File: src/rtl/s6_gtp_rx_frame_sync_if.sv
// GTP receive word in, byte-realigned word plus lock/error status out.
// master drives the raw GTP side and observes results; slave is the frame sync block.
// No handshake: one word per rx_clk80 cycle, the receiver cannot stall the GTP.
interface s6_gtp_rx_frame_sync_if;
  logic        reset_done;
  logic [31:0] rx_data;
  logic [3:0]  rx_is_kchar;
  logic [3:0]  rx_disperr;
  logic [3:0]  rx_notintable;
  logic        err_cnt_clr;
  logic [31:0] data_out;
  logic [3:0]  kchar_out;
  logic        data_valid;
  logic        locked;
  logic [1:0]  comma_lane;
  logic        lock_lost;
  logic [15:0] err_cnt;

  modport master (
    output reset_done, rx_data, rx_is_kchar, rx_disperr, rx_notintable, err_cnt_clr,
    input  data_out, kchar_out, data_valid, locked, comma_lane, lock_lost, err_cnt
  );

  modport slave (
    input  reset_done, rx_data, rx_is_kchar, rx_disperr, rx_notintable, err_cnt_clr,
    output data_out, kchar_out, data_valid, locked, comma_lane, lock_lost, err_cnt
  );
endinterface

File: src/rtl/s6_gtp_rx_frame_sync.sv
// Comma-based word alignment and lock tracking for a 4-byte GTP receive path.
// Latency: 2 rx_clk80 cycles from first byte of an aligned word to data_out, any lane.
// Backpressure: none; a new word is accepted and produced every cycle.
module s6_gtp_rx_frame_sync #(
  parameter logic [7:0] COMMA      = 8'hBC,
  parameter int         LOCK_COUNT = 4,
  parameter int         LOSS_COUNT = 4
) (
  input logic                   rx_clk80,
  input logic                   reset,
  s6_gtp_rx_frame_sync_if.slave bus
);

  typedef enum logic [1:0] {HUNT, VERIFY, LOCKED} state_t;

  localparam logic [3:0] LOCK_N = 4'(LOCK_COUNT);
  localparam logic [3:0] LOSS_N = 4'(LOSS_COUNT);

  state_t      state, state_next;
  logic [3:0]  good_cnt, good_next;
  logic [3:0]  bad_cnt, bad_next;
  logic [1:0]  comma_lane, lane_next;
  logic        lost_next;

  logic [3:0]  hit;
  logic [1:0]  hit_lane;
  logic        comma_evt, code_err, clean, bad;

  logic [31:0] d1, data_q, aligned;
  logic [3:0]  k1, kchar_q, k_aligned;
  logic        valid_q, lost_q;
  logic [15:0] err_q;
  logic [63:0] data_cat;
  logic [7:0]  k_cat;
  logic [5:0]  byte_shift;

  // Per-lane comma match; only a single matching lane counts as a comma event
  always_comb begin
    hit      = '0;
    hit_lane = '0;
    for (int i = 0; i < 4; i++) begin
      hit[i] = bus.rx_is_kchar[i] && (bus.rx_data[8*i +: 8] == COMMA);
      if (hit[i]) hit_lane = 2'(i);
    end
    comma_evt = $onehot(hit);
    code_err  = |(bus.rx_disperr | bus.rx_notintable);
    clean     = comma_evt && !code_err;
    bad       = code_err || (comma_evt && (hit_lane != comma_lane));
  end

  // Next state, counters and captured lane; a comma elsewhere is only "bad" once a lane is held
  always_comb begin
    state_next = state;
    good_next  = good_cnt;
    bad_next   = bad_cnt;
    lane_next  = comma_lane;
    lost_next  = 1'b0;
    if (!bus.reset_done) begin
      state_next = HUNT;
      good_next  = '0;
      bad_next   = '0;
      lost_next  = (state == LOCKED);
    end else begin
      case (state)
        HUNT: begin
          if (clean) begin
            lane_next  = hit_lane;
            good_next  = 4'd1;
            bad_next   = '0;
            state_next = (LOCK_N == 4'd1) ? LOCKED : VERIFY;
          end
        end
        VERIFY: begin
          if (bad) begin
            state_next = HUNT;
            good_next  = '0;
          end else if (clean) begin
            good_next = good_cnt + 4'd1;
            if (good_cnt + 4'd1 == LOCK_N) begin
              state_next = LOCKED;
              bad_next   = '0;
            end
          end
        end
        LOCKED: begin
          if (bad) begin
            if (bad_cnt + 4'd1 == LOSS_N) begin
              state_next = HUNT;
              good_next  = '0;
              bad_next   = '0;
              lost_next  = 1'b1;
            end else begin
              bad_next = bad_cnt + 4'd1;
            end
          end else if (clean) begin
            bad_next = '0;
          end
        end
        default: state_next = HUNT;
      endcase
    end
  end

  // Realign: bytes L..3 of the previous word followed by bytes 0..L-1 of the current word
  always_comb begin
    data_cat   = {bus.rx_data, d1};
    k_cat      = {bus.rx_is_kchar, k1};
    byte_shift = {comma_lane, 3'b000};
    aligned    = data_cat[byte_shift +: 32];
    k_aligned  = k_cat[{1'b0, comma_lane} +: 4];
  end

  // FSM state, stage-1 delay, output stage and error counter
  always_ff @(posedge rx_clk80) begin
    if (reset) begin
      state      <= HUNT;
      good_cnt   <= '0;
      bad_cnt    <= '0;
      comma_lane <= '0;
      d1         <= '0;
      k1         <= '0;
      data_q     <= '0;
      kchar_q    <= '0;
      valid_q    <= 1'b0;
      lost_q     <= 1'b0;
      err_q      <= '0;
    end else begin
      state      <= state_next;
      good_cnt   <= good_next;
      bad_cnt    <= bad_next;
      comma_lane <= lane_next;
      d1         <= bus.rx_data;
      k1         <= bus.rx_is_kchar;
      data_q     <= aligned;
      kchar_q    <= k_aligned;
      valid_q    <= (state == LOCKED);
      lost_q     <= lost_next;
      if (bus.err_cnt_clr) begin
        err_q <= '0;
      end else if ((state == LOCKED) && bus.reset_done && code_err && (err_q != 16'hFFFF)) begin
        err_q <= err_q + 16'd1;
      end
    end
  end

  assign bus.data_out   = data_q;
  assign bus.kchar_out  = kchar_q;
  assign bus.data_valid = valid_q;
  assign bus.locked     = (state == LOCKED);
  assign bus.comma_lane = comma_lane;
  assign bus.lock_lost  = lost_q;
  assign bus.err_cnt    = err_q;

endmodule

File: src/flat_wrapper.sv
// flat-port wrapper written by rule: the top's interface ports become plain ports
module s6_gtp_rx_frame_sync_flat 
#(
  parameter logic [7:0] COMMA      = 8'hBC,
  parameter int         LOCK_COUNT = 4,
  parameter int         LOSS_COUNT = 4
)
  (rx_clk80, reset, bus_reset_done, bus_rx_data, bus_rx_is_kchar, bus_rx_disperr, bus_rx_notintable, bus_err_cnt_clr, bus_data_out, bus_kchar_out, bus_data_valid, bus_locked, bus_comma_lane, bus_lock_lost, bus_err_cnt);
  s6_gtp_rx_frame_sync_if bus_i ();
  input logic rx_clk80;
  input logic reset;
  input wire logic [$bits(bus_i.reset_done)-1:0] bus_reset_done;
  input wire logic [$bits(bus_i.rx_data)-1:0] bus_rx_data;
  input wire logic [$bits(bus_i.rx_is_kchar)-1:0] bus_rx_is_kchar;
  input wire logic [$bits(bus_i.rx_disperr)-1:0] bus_rx_disperr;
  input wire logic [$bits(bus_i.rx_notintable)-1:0] bus_rx_notintable;
  input wire logic [$bits(bus_i.err_cnt_clr)-1:0] bus_err_cnt_clr;
  output wire logic [$bits(bus_i.data_out)-1:0] bus_data_out;
  output wire logic [$bits(bus_i.kchar_out)-1:0] bus_kchar_out;
  output wire logic [$bits(bus_i.data_valid)-1:0] bus_data_valid;
  output wire logic [$bits(bus_i.locked)-1:0] bus_locked;
  output wire logic [$bits(bus_i.comma_lane)-1:0] bus_comma_lane;
  output wire logic [$bits(bus_i.lock_lost)-1:0] bus_lock_lost;
  output wire logic [$bits(bus_i.err_cnt)-1:0] bus_err_cnt;
  assign bus_i.reset_done = bus_reset_done;
  assign bus_i.rx_data = bus_rx_data;
  assign bus_i.rx_is_kchar = bus_rx_is_kchar;
  assign bus_i.rx_disperr = bus_rx_disperr;
  assign bus_i.rx_notintable = bus_rx_notintable;
  assign bus_i.err_cnt_clr = bus_err_cnt_clr;
  assign bus_data_out = bus_i.data_out;
  assign bus_kchar_out = bus_i.kchar_out;
  assign bus_data_valid = bus_i.data_valid;
  assign bus_locked = bus_i.locked;
  assign bus_comma_lane = bus_i.comma_lane;
  assign bus_lock_lost = bus_i.lock_lost;
  assign bus_err_cnt = bus_i.err_cnt;
  s6_gtp_rx_frame_sync #(.COMMA(COMMA), .LOCK_COUNT(LOCK_COUNT), .LOSS_COUNT(LOSS_COUNT)) u_core (.rx_clk80(rx_clk80), .reset(reset), .bus(bus_i));
endmodule
File: config.mk
export PLATFORM = sky130hd
export DESIGN_NAME = s6_gtp_rx_frame_sync_flat
export DESIGN_NICKNAME = d
export VERILOG_FILES = /design/src/rtl/s6_gtp_rx_frame_sync_if.sv /design/src/rtl/s6_gtp_rx_frame_sync.sv /design/src/flat_wrapper.sv
export SDC_FILE = /design/constraint.sdc
export NUM_CORES = 1
export LEC_CHECK = 0
export CAP_MARGIN = 10
export CORE_ASPECT_RATIO = 1.1
export CORE_MARGIN = 5
export CORE_UTILIZATION = 55
export CTS_CLUSTER_DIAMETER = 80
export DETAILED_ROUTE_END_ITERATION = 10
export PLACE_DENSITY = 0.94
export SLEW_MARGIN = 15
export SYNTH_ARGS = -nofsm -noshare
export SYNTH_HDL_FRONTEND = slang
export SYNTH_SLANG_ARGS = --single-unit
File: constraint.sdc
create_clock -name rx_clk80 -period 6.6 [get_ports rx_clk80]
set_input_delay 1.98 -clock rx_clk80 [delete_from_list [all_inputs] [get_ports rx_clk80]]
set_output_delay 1.98 -clock rx_clk80 [all_outputs]
set_load 0.01 [all_outputs]
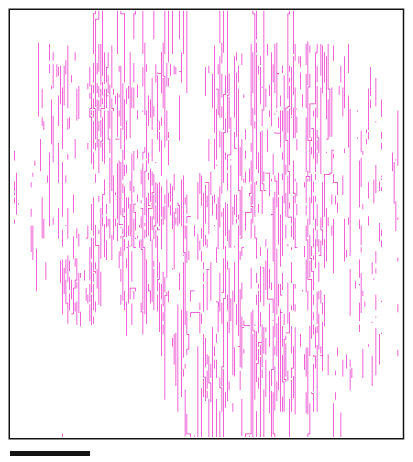
Figure 1: M2 wires.
Scale bar: 20 microns.
- longest straight run: 36.7 microns
- main direction: vertical
- nets with wire on the layer: 514
WL final: 10700 microns
met2 Resource Use GR: 0.371
via count of the routed design: 3648

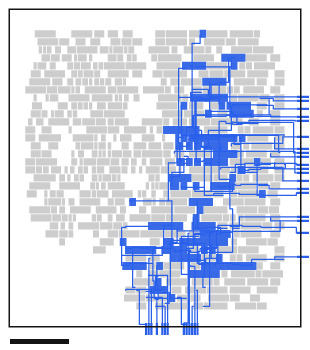
Figure 2: nets reached from selected ports.
Scale bar: 20 microns.
- blue: bus_rx_data (bits 32; direction input; edge 19 right, 13 bottom; end cells 70; wire 1890 microns)

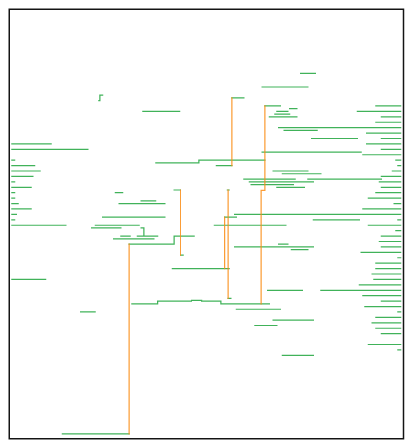
Figure 3: metal layers overlaid.
Two of the layers only.
- green: metal 3 (wire length 889 microns)
- orange: metal 4 (wire length 172 microns)

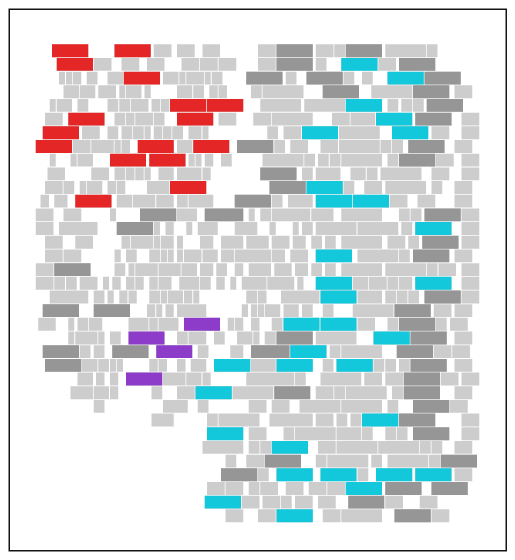
Figure 4: sequential cells grouped by signal name.
Other sequential cells in the stronger gray, the rest of the logic in the fainter gray.
- cyan: u_core.d1 (sequential cells 32)
- red: u_core.bus.err_cnt (sequential cells 16; where top left)
- purple: u_core.good_cnt (sequential cells 4)

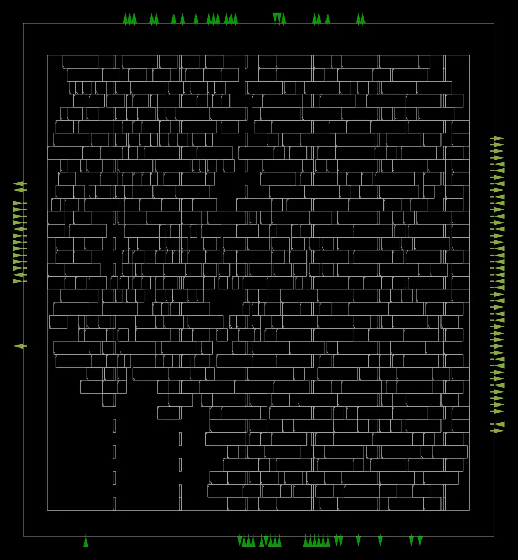
Figure 5: placement view.
Cell Rows: 35
filler cell count in the final layout: 614
utilization after layout: 0.718
flop share of the area: 0.339
flop count: 102

==> run notes <==
Figures from the flow reports.

Synth:
- The run gives the fraction of registers with async set/reset as 0.
- The synthesized design contains 0 enable-type register cells.
- The mapped netlist covers around 0.0047 sq mm.
- For reference, the post-synthesis area per instance comes to 11.3 sq um.
- Of the combinational cells, the family taking the most area is simple AND/OR/NAND/NOR gates.

Worst setup path:
- The run gives the required time at the worst-slack endpoint as a little under 7 ns.
- The run gives the path type of the worst setup path as input pin to flip-flop.
- The run gives the largest driver fanout on the critical path as 7.
- The run gives the buffers plus inverters on the worst setup path as 2.
- The run puts the worst stage delay on the critical path at roughly 0.47 ns.

Final timing:
- Per the finish-stage timing summary, setup violations number 0.

Floorplan:
- The run puts the overall die area at 0.0106 sq mm.
- At the floorplan stage, the core utilization is reported as 0.564.

Clock network:
- The run gives the clock-pin transition on the worst setup and hold timing paths as 0.10 ns.
- The run gives the setup fix buffers added after clock tree synthesis as 0.
- The number of clock buffers added by TritonCTS is 9.
- The clock passes through at most 2 buffers.

Route:
- The run gives the DRC violation total after the first TritonRoute iteration as 162.

Finish:
- The run gives the count of inserted antenna diode cells as 0.
- Of the cells placed in the final design, the portion with a size suffix greater than 1 is 0.134.
- In the layout the commonest cells are clkdlybuf4s50_1 (103), dfxtp_1 (100), nor2b_1 (74).
- The top cell type in the final layout, fill and taps aside, is clkdlybuf4s50_1.

GRT:
- Across every metal layer, demand over resource in global routing totals 0.211.

Run status:
- The run finished with clean final reports.

Power and ir drop:
- IR analysis of the VDD net gives a maximum drop of 0.000116 V.
- The net switching power in the latest report is 0.276 mW.

Flow run:
- The tool warning count for the run is 31.

Placed design:
- The run gives the detailed placer's ending HPWL as 7930 microns.
[Yosys cell counts (2+ instances only)]
master    count  share of area
nor4_4        3          0.013
xor2_1       10          0.018
nand2b_1      3         0.0040
nor3b_2       2         0.0053
a32o_1        2         0.0042
and2_1        5         0.0066
nor2b_1      74          0.098
o21ai_0       9         0.0095
buf_2         6         0.0063
dfxtp_1     102           0.43
or3_1         4         0.0053
inv_1        12         0.0095
mux2i_1       2         0.0042
o22ai_1       4         0.0053
nand3_1      13          0.014
nor3_1        3         0.0032
a21oi_1      13          0.014
nand4_1       8          0.011
xnor2_1       4         0.0074
ha_1         12          0.032
and3_1        7         0.0092
and4b_1       2         0.0042
mux4_2       35           0.17
nor3b_1       3         0.0048
a31oi_1       2         0.0026
nor2_1       23          0.018
a211oi_1      2         0.0032
nor4_1        2         0.0026
nand2_1      11         0.0087
a21o_1        2         0.0032
clkbuf_1     14          0.011
[metal layers]
layer  part of all wire  global-route usage
met5                  0                   0
met4              0.016              0.0683
met3              0.083              0.0493
met1               0.38               0.254
met2               0.52               0.371
[registers in the layout (all words and copies together) (netlist names)]
| signal | count |
|---|---|
| u_core.state | 2 |
| u_core.bus.data_out | 32 |
| u_core.bus.comma_lane | 2 |
| u_core.bus.err_cnt | 16 |
| u_core.bus.data_valid | 1 |
| u_core.d1 | 32 |
| u_core.k1 | 4 |
| u_core.bad_cnt | 4 |
| u_core.bus.lock_lost | 1 |
| u_core.bus.kchar_out | 4 |
| u_core.good_cnt | 4 |
[cell families after synthesis]
group,count (synthesis)
XOR/XNOR,14
multiplexers,38
adder cells (fa/ha/maj),13
AND-OR/OR-AND,48
buffers and inverters,33
flip-flops,102
AND/OR/NAND/NOR,173
[power groups by stage]
| stage | logic [mW] | clock network (mW) | registers, mW |
|---|---|---|---|
| global placement | 0.106 | 0 | 0.658 |
| floorplan | 0.0418 | 0 | 0.661 |
| CTS | 0.109 | 0.389 | 0.645 |
| finish | 0.109 | 0.378 | 0.645 |
| detailed placement | 0.108 | 0 | 0.659 |
| global route | 0.116 | 0.412 | 0.648 |
[metrics by stage]
step	power, mW	std cells	area [sq um]
floorplan	0.703	421	4740
CTS	1.14	633	6040
global placement	0.764	617	5850
global route	1.18	633	6040
finish	1.13	633	6040
detailed placement	0.768	617	5850
[worst min-delay path, stage by stage (launching register included)]
cell and delay [ns]:
dfxtp_1 0.34, o21ai_0 0.07, a21oi_1 0.06
[final timing paths]
kind / cells after the start / slack (ns) / endpoint / startpoint
max reg2reg: 7 / 3.71 / u_core.state[0] / u_core.bus.comma_lane[1]
min: 2 / 0.51 / u_core.bus.err_cnt[9] / u_core.bus.err_cnt[9]
min reg2reg: 2 / 0.51 / u_core.bus.err_cnt[9] / u_core.bus.err_cnt[9]
max: 14 / 1.13 / u_core.good_cnt[3] / bus_rx_data[26]
[layout make-up]
cell class,count,area [sq um]
fill,614,2370
timing repair buffer,106,1050
inverter,12,45.0
sequential,102,2040
multi-input combinational,286,2570
clock buffer,10,138
clock inverter,6,53.8
tap,111,139
Power figures rest on the tool's default switching activity, not on a simulated workload.
